==> config.mk <==
export PLATFORM = sky130hd
export DESIGN_NAME = wb_arbiter
export DESIGN_NICKNAME = d
export VERILOG_FILES = /design/src/rtl/wb_arbiter.sv
export SDC_FILE = /design/constraint.sdc
export NUM_CORES = 1
export LEC_CHECK = 0
export ABC_AREA = 1
export CAP_MARGIN = 20
export CORE_MARGIN = 4
export CORE_UTILIZATION = 55
export DETAILED_ROUTE_END_ITERATION = 7
export GPL_TIMING_DRIVEN = 0
export PLACE_DENSITY = 0.85
export SYNTH_ARGS = -nofsm -noshare
export SYNTH_HDL_FRONTEND = slang
export SYNTH_SLANG_ARGS = --single-unit
==> constraint.sdc <==
create_clock -name clk -period 3.25 [get_ports clk]
set_clock_uncertainty 0.15 [all_clocks]
set_input_delay 0.325 -clock clk [delete_from_list [all_inputs] [get_ports clk]]
set_output_delay 0.325 -clock clk [all_outputs]
set_load 0.05 [all_outputs]
Fig. 1: run 1, power grid
Scale: 4 px per µm. Pins as bars on the die edge. Tap cells in grey.
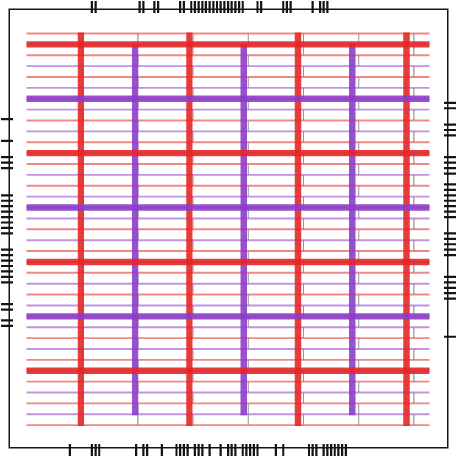
colour	net
red	VSS
purple	VDD
tap cells	133
met5 straps	7
VDD IR max: 0.0007653 V
Die Y: 109.2 µm
core area: 9864 µm²
Die Wd: 109.2 µm

Fig. 2: run 1, cells coloured by class
Scale: 4 px per µm. Fill, decap, tap and diode cells in grey.
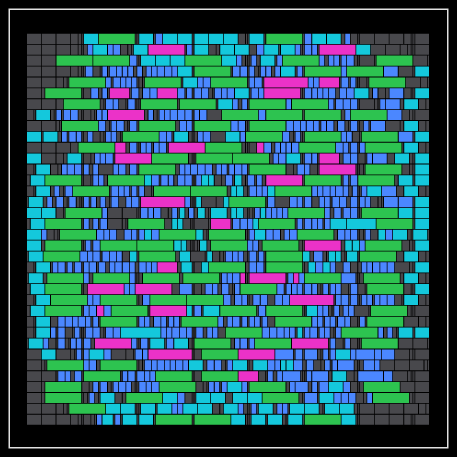
colour	class	cells
magenta	clock drivers and dummy loads	32
blue	combinational and other logic	526
green	sequential cells	119
cyan	remaining buffers and delay cells	167
post-layout util: 77.75%
design area: 7670 µm²
row cnt: 36

Fig. 3: run 1, clock network drawn from the DEF
Scale: 3 px per µm.
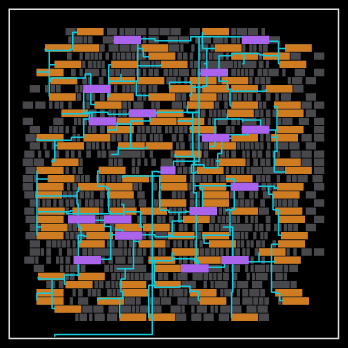
[cyan] clock wires | length: 1420 µm
[orange] flip-flops | count: 119
[purple] clock drivers | count: 17
flops lie	spread over the die
routed clock nets	18
Clk network pwr share: 23.6%
Clock group: 0.00201 W

==> GITHUB_STEP_SUMMARY, run 1 <==
### Flow metrics

| Metric | Value |
|---|---|
| Worst Hold Class | input pin to register |
| Inverters excl. clock | 82 |
| Tool warnings | 26 |
| CP Launch Type | register |
| Seq pwr | 0.00258 W |
| Share of cells above drive strength 1 | 9.479% |
| Flop Count | 119 |
| Hold Vio Cnt, Final | 0 |
| Pre-CTS WS | 0.7522 ns |
| GP Congestion | 0.8581 |
| Yosys warnings | 0 |
| WL final | 15.95 mm |
| Max_slew headroom | 50.95% |
| Critical path cell sequence | ha_1 -> nand3_4 -> clkdlybuf4s50_1 |
| Setup Buffers After CTS | 0 |
| Largest cell class | sequential cells |
| And+or+nand+nor area frac | 22.87% |
| Outcome | completed |
| Post-Synth AOI/OAI Area | 12.79% |
| Top layer in use | met4 |
| CP max-delay cell | clkdlybuf4s50_1 |
| Unique masters post-synth | 26 |
| Most numerous logic cells after layout | nand2_1, dfrtp_1, clkdlybuf4s50_1 |
| Port Buf Inserts | 119 |
| Syn_nets | 772 |
| Hold path depth | 3 |
| Buffers excl. clock | 167 |
| CP Data Required Time | 2.77 ns |
| Highest clock rate | 384.4 MHz |
| Post-Layout Cell Count | 977 |
| Met3 wire length | 1.296 mm |
| CP top delay family | buffers and inverters |
run 1: worst reg2reg max path, delay by kind of cell, from the launching register on:
kind | cells | cell delay (ns)
xor+xnor | 2 | 0.29
fa+ha+maj | 3 | 0.69
buf+inv | 3 | 0.30
flops | 1 | 0.37
simple gates | 3 | 0.53
run 1: synthesized netlist by cell type (all sizes together):
cell type and n:
nor3b 1, clkbuf 15, o21ai 144, ha 3, nand3 79, nand2 201
xor2 3, or2 1, nor2 10, buf 31, dfrtp 119, xnor2 2
inv 82
run 1: routing by layer:
layer,global-route usage (%),up-vias
met5,0,-
met4,12.56,0
met3,7.105,51
met2,48.51,278
met1,32.73,2517
li1,-,2487
## Run 2: what changed since run 1
CORE_UTILIZATION = 51   (was 55)
PLACE_DENSITY = 0.8   (was 0.85)
clock period = 2.4 ns   (was 3.25 ns; I/O delays follow)
Fig. 4: run 2, power grid
Scale: 4 px per µm. Pins as bars on the die edge. Tap cells in grey.
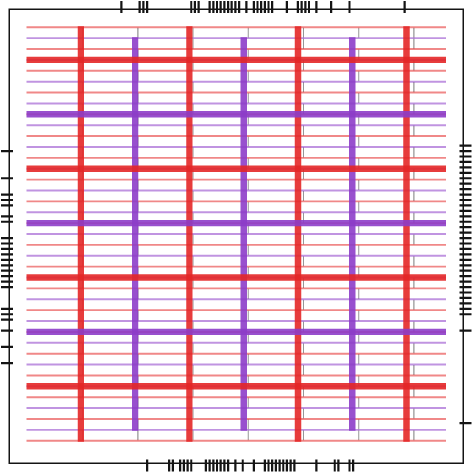
colour	net
purple	VDD
red	VSS
met5 straps	7
signal pins	120
rows	38
met1 rails	39
Die Y: 113.1 µm
Die Wd: 113.1 µm
VDD IR max: 0.0008501 V
core area: 10840 µm²

Fig. 5: run 2, cells coloured by class
Scale: 4 px per µm. Fill, decap, tap and diode cells in grey.
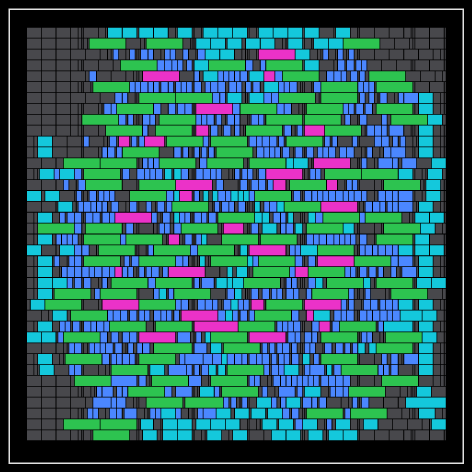
colour	class	cells
green	sequential cells	119
blue	combinational and other logic	526
cyan	remaining buffers and delay cells	169
magenta	clock drivers and dummy loads	32
post-layout util: 70.43%
design area: 7635 µm²
flop share of the area: 39.04%
row cnt: 38

==> GITHUB_STEP_SUMMARY, run 2 <==
### Flow metrics

| Metric | Value |
|---|---|
| Most common cell in the netlist | nand2_1 |
| Grt met3 use | 6.310% (-0.79 points) |
| Setup Buffers After CTS | 0 (unchanged) |
| Unique masters post-synth | 26 (unchanged) |
| CP Data Required Time | 2.70 ns (-0.07 ns) |
| GP Congestion | 0.8468 (-1.3%) |
| CP max-delay cell | dfrtp_1 |
| CP Launch Type | register |
| Number of enable flip-flop cells | 0 (unchanged) |
| Ys async rst share | 100.0% (unchanged) |
| Max_slew headroom | 62.52% (+12 points) |
| Top cells by count | nand2_1, dfrtp_1, o21ai_0, inv_1, nand3_1 |
| Highest clock rate | 437.7 MHz |
| And+or+nand+nor area frac | 22.87% (unchanged) |
| Global Route met1 Usage | 31.81% (-0.93 points) |
| Main synth FF type | dfrtp_1 |
| Outcome | completed |
| Hold Vio Cnt, Final | 0 (unchanged) |
| WL final | 15.76 mm (-1.2%) |
| Critical path cell sequence | ha_1 -> nand3_4 -> nand2_4 -> inv_2 -> buf_6 -> nor2_2 -> ha_1 -> inv_1 -> ha_1 -> xnor2_1 -> xor2_1 |
| Met3 wire length | 1.166 mm (-10%) |
| Port Buf Inserts | 119 (unchanged) |
| Grt met2 use | 43.33% (-5.2 points) |
| Syn_nets | 772 (unchanged) |
[run 2: cell types whose count changed in the layout (fill, tap and decap cells not counted), sizes merged, moves of 2 or more]
cell and change:
clkinv +2, bufinv -3, clkinvlp +4, clkbuf -6, inv +3
[run 2: report_power, final]
| part | switching [W] | internal (W) | total [W] |
|---|---|---|---|
| Sequential | 0.000540 | 0.00296 | 0.00350 |
| Combinational | 0.00349 | 0.00181 | 0.00530 |
| Clock | 0.000946 | 0.00143 | 0.00238 |
| Total | 0.00498 | 0.00620 | 0.0112 |
[run 2: final cells by class]
cell class	instances	area, µm²
clock buffers	19	441.7
fillers	839	3206
plain buffers	46	256.5
well taps	140	175.2
clock inverters	13	121.4
flip-flops and latches	119	2980
multi-input cells	444	2093
repair buffers	123	1254
inverters	82	312.8
## Run 3: what changed since run 2
CAP_MARGIN = 25   (was 20)
CORE_UTILIZATION = 53   (was 51)
CTS_BUF_LIST = sky130_fd_sc_hd__clkbuf_8   (was default)
PLACE_DENSITY = 0.83   (was 0.8)
Fig. 6: run 3, clock network drawn from the DEF
Scale: 3 px per µm.
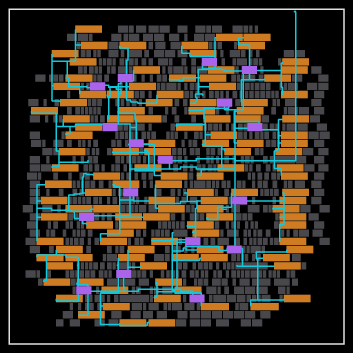
[purple] clock drivers | count: 17
[orange] flip-flops | count: 119
[cyan] clock wires | length: 1430 µm
flops lie	spread over the die
Late-Pin Clk Latency: 0.43 ns
Clk network pwr share: 16.3%
Clock group: 0.00171 W

Fig. 7: run 3, cells coloured by class
Scale: 4 px per µm. Fill, decap, tap and diode cells in grey.
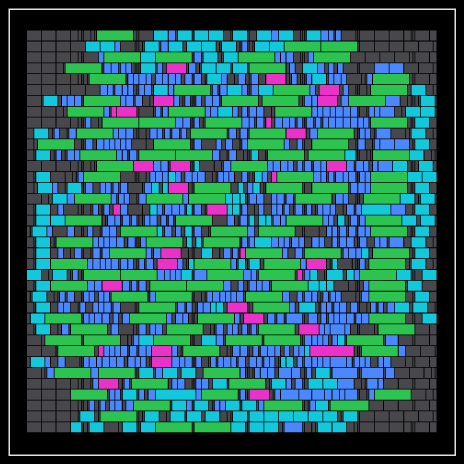
design area: 7420 µm²
core area: 10320 µm²
flop share of the area: 40.17%
row cnt: 37
post-layout util: 71.87%

==> GITHUB_STEP_SUMMARY, run 3 <==
### Flow metrics

| Metric | Value |
|---|---|
| Outcome | completed |
| Worst Hold Class | input pin to register |
| Yosys reg bits | 119 |
| Port Buf Inserts | 119 (unchanged) |
| Pwr Density | 1414 nW/µm² |
| Clk sinks | 119 |
| CTS tree | yes |
| Comb pwr | 0.00528 W (about the same) |
| Highest clock rate | 455.0 MHz (+4.0%) |
| Int Pwr | 0.005717 W (-7.8%) |
| GRT Overall Usage | 26.38% |
| CP Data Required Time | 2.60 ns (-0.10 ns) |
| And+or+nand+nor area frac | 22.87% (unchanged) |
| Max power group | combinational cells |
| Sequential share of power | 33.4% (+2.1 points) |
| Ys async rst share | 100.0% (unchanged) |
| Share of cells above drive strength 1 | 9.371% |
| Sw Pwr | 0.004776 W (-4.0%) |
| Critical path cell sequence | ha_2 -> nand3_4 -> nand2_4 -> inv_1 -> buf_6 -> nor2_4 -> ha_1 -> inv_1 -> ha_1 -> xnor2_1 -> xor2_1 |
| Unique masters post-synth | 26 (unchanged) |
| Final setup margin | 0.2024 ns |
| Number of enable flip-flop cells | 0 (unchanged) |
| CP Launch Type | register |
| Switching share of power | 45.52% (+0.98 points) |
| GP Congestion | 0.8528 (+0.71%) |
| CP max-delay cell | dfrtp_1 |
| Yosys Chip Area | 5635 µm² |
| Die Wd | 111.1 µm (-1.8%) |
| Syn_nets | 772 (unchanged) |
| WL final | 15.58 mm (-1.2%) |
| Hold Vio Cnt, Final | 0 (unchanged) |
| Top cells by count | nand2_1, dfrtp_1, o21ai_0, inv_1, nand3_1 |
| Setup Buffers After CTS | 0 (unchanged) |
| Die Y | 111.1 µm (-1.8%) |
| Main synth FF type | dfrtp_1 |
| Clock transition at path regs | 0.06 ns |
| Most common cell in the netlist | nand2_1 |
| VDD IR max | 0.0006858 V (-19%) |
| Combinational group share of total power | 50.3% (+2.9 points) |
run 3: netlist changes by cell type in the layout (fill, tap and decap cells not counted), sizes merged:
cell	before	now
clkinvlp	5	0
dlygate4sd3	2	1
buf	34	33
clkinv	4	1
inv	85	88
clkbuf	34	38
run 3: per-layer routing:
metal / share of wire (%) / track usage (%)
met5: 0 / 0
met4: 2.7 / 11.27
met3: 7.4 / 6.659
met2: 51 / 46.20
met1: 38 / 30.74
run 3: area by class of cell:
cell class / instances / area (µm²)
fill: 788 / 2904
multi-input combinational: 444 / 2101
buffer: 46 / 256.5
timing repair buffer: 121 / 1225
clock buffer: 23 / 316.6
sequential: 119 / 2980
tap: 136 / 170.2
clock inverter: 8 / 57.56
inverter: 82 / 312.8
Power and IR drop assume default switching activity.
